m3.png
Drawn at 3 px/um.
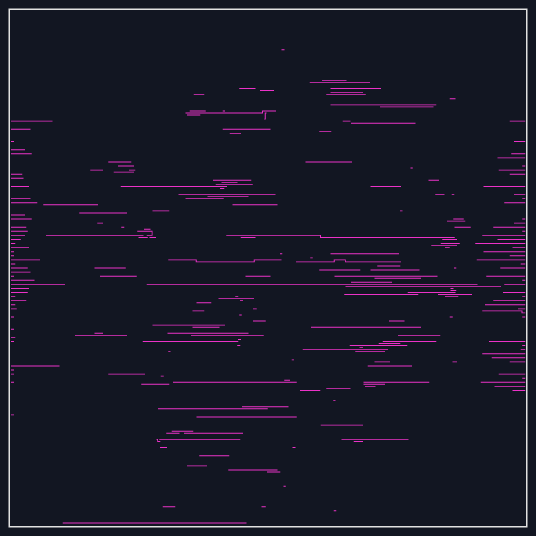
clock_nets.png
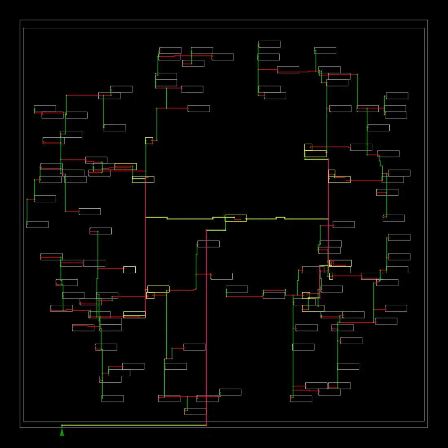
**src/rtl/stack_sequencer.sv**
```systemverilog
// stack_sequencer
//   Instruction-side driver for the stack register file of the single-cycle
//   stack CPU. Accepts one stack-machine instruction per valid/ready handshake
//   and turns it into the pop/push enable pattern of the stack file. It also
//   computes ALU results from the two top-of-stack operands and emits values
//   popped by OUT on an output handshake.
//
//   Stack-file enable contract ({stk_en1,stk_en2,stk_we}):
//     100 pop 1, 110 pop 2, 111 pop 2 then push, 101 replace top,
//     001 push, 000 no change.
//
//   Optional feature: define STACK_SEQ_CHECK_EN to add a depth counter with
//   underflow/overflow detection. Without it, err is raised only by illegal
//   opcodes.
//
// Ports
//   clk, rst                 clock, asynchronous active-high reset
//   instr_valid/instr_ready  instruction handshake
//   instr_op [3:0]           opcode (0..10 legal, 11..15 illegal)
//   instr_imm [DBITS]        immediate for PUSH
//   stk_en1/en2/we, stk_din  stack file enables and push data
//   stk_dout1/stk_dout2      top / second stack entry (combinational)
//   out_valid/out_ready      output handshake for OUT
//   out_data [DBITS]         value popped by OUT
//   err                      sticky error flag
module stack_sequencer #(
    parameter int DBITS = 32,
    parameter int DEPTH = 1024
) (
    input  logic             clk,
    input  logic             rst,
    input  logic             instr_valid,
    output logic             instr_ready,
    input  logic [3:0]       instr_op,
    input  logic [DBITS-1:0] instr_imm,
    output logic             stk_en1,
    output logic             stk_en2,
    output logic             stk_we,
    output logic [DBITS-1:0] stk_din,
    input  logic [DBITS-1:0] stk_dout1,
    input  logic [DBITS-1:0] stk_dout2,
    output logic             out_valid,
    input  logic             out_ready,
    output logic [DBITS-1:0] out_data,
    output logic             err
);

    typedef enum logic [2:0] {
        IDLE, SWAP_B, SWAP_A, DUP_2, OUT_WAIT, ERR
    } state_t;

    localparam logic [3:0] OP_NOP  = 4'd0;
    localparam logic [3:0] OP_PUSH = 4'd1;
    localparam logic [3:0] OP_POP  = 4'd2;
    localparam logic [3:0] OP_ADD  = 4'd3;
    localparam logic [3:0] OP_SUB  = 4'd4;
    localparam logic [3:0] OP_AND  = 4'd5;
    localparam logic [3:0] OP_OR   = 4'd6;
    localparam logic [3:0] OP_XOR  = 4'd7;
    localparam logic [3:0] OP_DUP  = 4'd8;
    localparam logic [3:0] OP_SWAP = 4'd9;
    localparam logic [3:0] OP_OUT  = 4'd10;

    state_t           state_q, state_d;
    logic [DBITS-1:0] a_q, a_d;          // DUP value / SWAP old top
    logic [DBITS-1:0] b_q, b_d;          // SWAP old second
    logic [DBITS-1:0] out_data_q, out_data_d;
    logic             out_valid_q, out_valid_d;
    logic             err_q, err_d;
    logic             fault;

`ifdef STACK_SEQ_CHECK_EN
    localparam int DW = $clog2(DEPTH + 1);
    logic [DW-1:0] depth_q, depth_d;

    // Every enable pattern of the contract nets out as +we -en1 -en2.
    assign depth_d = depth_q + DW'(stk_we) - DW'(stk_en1) - DW'(stk_en2);

    always_ff @(posedge clk or posedge rst) begin
        if (rst) depth_q <= '0;
        else     depth_q <= depth_d;
    end
`endif

    always_comb begin
        state_d     = state_q;
        a_d         = a_q;
        b_d         = b_q;
        out_data_d  = out_data_q;
        out_valid_d = out_valid_q;
        err_d       = err_q;
        instr_ready = 1'b0;
        stk_en1     = 1'b0;
        stk_en2     = 1'b0;
        stk_we      = 1'b0;
        stk_din     = '0;
        fault       = 1'b0;

        case (state_q)
            IDLE: begin
                instr_ready = !out_valid_q;
                if (instr_valid && instr_ready) begin
                    fault = (instr_op > OP_OUT);
`ifdef STACK_SEQ_CHECK_EN
                    case (instr_op)
                        OP_POP, OP_OUT, OP_DUP:
                            if (depth_q == '0) fault = 1'b1;
                        OP_ADD, OP_SUB, OP_AND, OP_OR, OP_XOR, OP_SWAP:
                            if (depth_q < DW'(2)) fault = 1'b1;
                        default: ;
                    endcase
                    if ((instr_op == OP_PUSH || instr_op == OP_DUP) &&
                        depth_q == DW'(DEPTH))
                        fault = 1'b1;
`endif
                    if (fault) begin
                        err_d   = 1'b1;
                        state_d = ERR;
                    end else begin
                        case (instr_op)
                            OP_PUSH: begin
                                stk_we  = 1'b1;
                                stk_din = instr_imm;
                            end
                            OP_POP: stk_en1 = 1'b1;
                            OP_ADD, OP_SUB, OP_AND, OP_OR, OP_XOR: begin
                                {stk_en1, stk_en2, stk_we} = 3'b111;
                                case (instr_op)
                                    OP_ADD:  stk_din = stk_dout2 + stk_dout1;
                                    OP_SUB:  stk_din = stk_dout2 - stk_dout1;
                                    OP_AND:  stk_din = stk_dout2 & stk_dout1;
                                    OP_OR:   stk_din = stk_dout2 | stk_dout1;
                                    default: stk_din = stk_dout2 ^ stk_dout1;
                                endcase
                            end
                            OP_DUP: begin
                                // Replace top with itself, push the copy next cycle.
                                stk_en1 = 1'b1;
                                stk_we  = 1'b1;
                                stk_din = stk_dout1;
                                a_d     = stk_dout1;
                                state_d = DUP_2;
                            end
                            OP_SWAP: begin
                                // Pop both, then push back old top first so
                                // the old second ends up on top.
                                stk_en1 = 1'b1;
                                stk_en2 = 1'b1;
                                a_d     = stk_dout1;
                                b_d     = stk_dout2;
                                state_d = SWAP_B;
                            end
                            OP_OUT: begin
                                stk_en1     = 1'b1;
                                out_data_d  = stk_dout1;
                                out_valid_d = 1'b1;
                                state_d     = OUT_WAIT;
                            end
                            default: ; // NOP
                        endcase
                    end
                end
            end
            DUP_2: begin
                stk_we  = 1'b1;
                stk_din = a_q;
                state_d = IDLE;
            end
            SWAP_B: begin
                stk_we  = 1'b1;
                stk_din = a_q;
                state_d = SWAP_A;
            end
            SWAP_A: begin
                stk_we  = 1'b1;
                stk_din = b_q;
                state_d = IDLE;
            end
            OUT_WAIT: begin
                if (out_valid_q && out_ready) begin
                    out_valid_d = 1'b0;
                    state_d     = IDLE;
                end
            end
            default: ; // ERR: absorbing until reset
        endcase
    end

    always_ff @(posedge clk or posedge rst) begin
        if (rst) begin
            state_q     <= IDLE;
            a_q         <= '0;
            b_q         <= '0;
            out_data_q  <= '0;
            out_valid_q <= 1'b0;
            err_q       <= 1'b0;
        end else begin
            state_q     <= state_d;
            a_q         <= a_d;
            b_q         <= b_d;
            out_data_q  <= out_data_d;
            out_valid_q <= out_valid_d;
            err_q       <= err_d;
        end
    end

    assign out_valid = out_valid_q;
    assign out_data  = out_data_q;
    assign err       = err_q;

endmodule
```
**config.mk**
```make
export PLATFORM = sky130hd
export DESIGN_NAME = stack_sequencer
export DESIGN_NICKNAME = d
export VERILOG_FILES = /design/src/rtl/stack_sequencer.sv
export SDC_FILE = /design/constraint.sdc
export NUM_CORES = 1
export LEC_CHECK = 0
export ABC_CLOCK_PERIOD_IN_PS = 4900
export CORE_UTILIZATION = 31
export CTS_CLUSTER_SIZE = 16
export DETAILED_ROUTE_END_ITERATION = 8
export HOLD_SLACK_MARGIN = 0.05
export PLACE_DENSITY = 0.58
export SYNTH_ARGS = -nofsm -noshare
export SYNTH_HDL_FRONTEND = slang
export SYNTH_SLANG_ARGS = --single-unit
```
**constraint.sdc**
```tcl
create_clock -name clk -period 4.9 [get_ports clk]
set_input_delay 0.98 -clock clk [delete_from_list [all_inputs] [get_ports clk]]
set_output_delay 0.98 -clock clk [all_outputs]
set_load 0.005 [all_outputs]
```
==> run summary <==
Notes on the flow outputs.

- The flow ran to the end, but the final reports show violations.
- The final reports fail on negative setup slack.
- The cell-mix breakdown from Yosys lists the compound-gate area share as 0.2827.
- The maximum clock frequency is 175.9 MHz.
- The H-tree depth reads 3.
- The startpoint class of the critical path is an input port.
- The worst setup path is captured at an output pin.
- Endpoints failing hold in the final report were tallied at 0.
- The beginning of the critical path reads stk_dout1[7].
- The die span in y is 172.0 um.
- The area share of the largest cell type after synthesis is 0.2820.
- The share of layout cells above drive strength 1 is 0.2929.
- The biggest area consumer among synthesized cells is dfrtp_1.
- The HPWL after detailed placement reads 28.37 mm.
- The maximum number of pins on one net before global-route repair reads 65.
- The end point of the most critical hold path reads out_data[1].
- As logged by OpenROAD, the buffers inserted on ports number 173.
- The average via count per standard cell is 5.389.
- Post-synth the commonest register cell is dfrtp_1.
- The clock tree root driver cell is clkbuf_16.
- The global routing usage on met3 is 0.03845.
- For this block, the initial DRC count from the detailed router was 716.
- VDD sags by at most 0.0001629 V.
- The most area-hungry cell class in the final design reads logic gates.
- In the routed design, unresolved DRC markers number 0.
- The clock transition at the registers of the reported paths reads 0.07 ns.
- TritonCTS built the clock tree.
- The number of buffers and inverters on the critical path reads 4.
- Setup slack on the critical path of the routed design comes to -0.7863 ns.
- The required time of the worst setup path is 3.92 ns.
- The cell count after placement reads 1859.
- The met2 track demand over resource in global routing is 0.4283.
- The number of clock buffers in the layout reads 11.
- The filler-free cell count of the finished design is 1918.
- Counting flops and latches in the post-synthesis netlist gives 101.
- Leaving out fill and tap cells, the most frequent cells in the layout are buf_4 (241), nand2_1 (176), clkdlybuf4s50_1 (132).
- For reference, the top logic cell family by area is AND-OR/OR-AND gates.
- Routing resource usage on met1 recorded by global route was 0.3473.
- The cell with the largest stage delay on the worst path reads or3_4.
- The run reported a max-capacitance violation count of 0.
- The flop share of the area reads 0.1805.
- The cell count listed in synth_stat.txt reads 1150.
- The post-cts resize count is 255.
- After detailed routing, the met2 layer carries 17.81 mm of wire.
- Across all register-to-register paths, the minimum setup slack is 2.15 ns.
- The row count is 61.
- The fraction of the core area covered by cells at the end of the flow is 0.4986.
- The total chip power reads 0.002592 W.
- The vias after detailed routing is 10.34k.
- Summed over all failing endpoints, the final setup total negative slack is -9.943 ns.
- The synthesized-area fraction occupied by and/or/nand/nor cells is 0.1833.
- From synthesis to final layout, the design area changed by 56.26%.
- The commonest cells after synthesis are nand2_1 (185), o21ai_0 (154), dfrtp_1 (101).
- 0 antenna diodes ended up in the layout.
- The number of antenna violations at the first check in global routing is 0.
- The number of distinct library cell variants in the gate-level netlist after synthesis is 66.
- Setup repair after global routing could not meet its margin everywhere.
- The number of multi-input combinational cells in the layout is 912.
- According to the floorplan report, the total die area is 29590 um^2.
- The number of global-route vias before repair reads 10.15k.
- Measured along the x axis, the die boundary spans 172.0 um.
- Buffers inserted during clock tree synthesis total 9.
- The final timing report derives a shortest allowable period of 5.686 ns.
- The number of nets at floorplan reads 1351.
- In this run the worst setup path terminates at stk_din[28].
- The final-report setup violation count is 17.
- The clock sink count is 101.
- STA puts the critical path data arrival time at 4.71 ns.
- Measured on the final layout, the clock distribution area share stands at 0.02037.
- Each instance of the synthesized netlist takes up on average 7.793 um^2.
- The end of the worst register-to-register path is a_q[24].
- The final estimated routing congestion in global placement reads 0.9192.
- Warnings raised by the tools during the run amount to 62.
- According to the report, the first pass of detailed routing completed in 5 iterations.
- The count of plain and timing-repair buffers reads 441.
- After filler insertion, the fill cell instance count of the layout stands at 2771.
- The gate family responsible for the most delay along the worst path is simple AND/OR/NAND/NOR gates.
- Logic depth along the worst register-to-register path is recorded as 6.
- The type recorded for the worst min-delay path is reg2reg.
- The total met3 wirelength after detailed routing is 2.282 mm.
- The global routing's busiest layer reads met2.
- The XOR/XNOR share of the synthesized area reads 0.05082.
## Picture notes: m3.png
longest straight run: 110 um
nets with wire on the layer: 177
main direction: horizontal
wire length on this layer: 2280 um

## Picture notes: clock_nets.png
worst clock skew: 0.01110 ns
Clk. pwr: 0.000737 W
layout sequential cell count: 101

per-stage QoR:
step | hold slack, ns | instance area (um^2) | setup slack (ns)
2_1_floorplan | 0.4488 | 9059 | -0.2528
3_3_place_gp | 0.4604 | 12760 | -1.444
3_5_place_dp | 0.4701 | 12760 | -1.536
4_1_cts | 0.4859 | 13750 | -0.7952
5_1_grt | 0.5112 | 14000 | -0.9248
6_report | 0.4831 | 14000 | -0.7863
where the power goes:
group | leakage [nW] | switching [W] | internal, W | total, W
clock network | 0.137 | 0.000371 | 0.000366 | 0.000737
logic | 4.90 | 0.000509 | 0.000513 | 0.00102
registers | 1.41 | 0 | 0.000833 | 0.000833
state kept, by name, summed over array words and instances, names as in the netlist:
name and flops:
b_q 32, out_data 32, a_q 32, state_q 3, err 1, out_valid 1
Power is estimated from default activity; no workload was simulated.
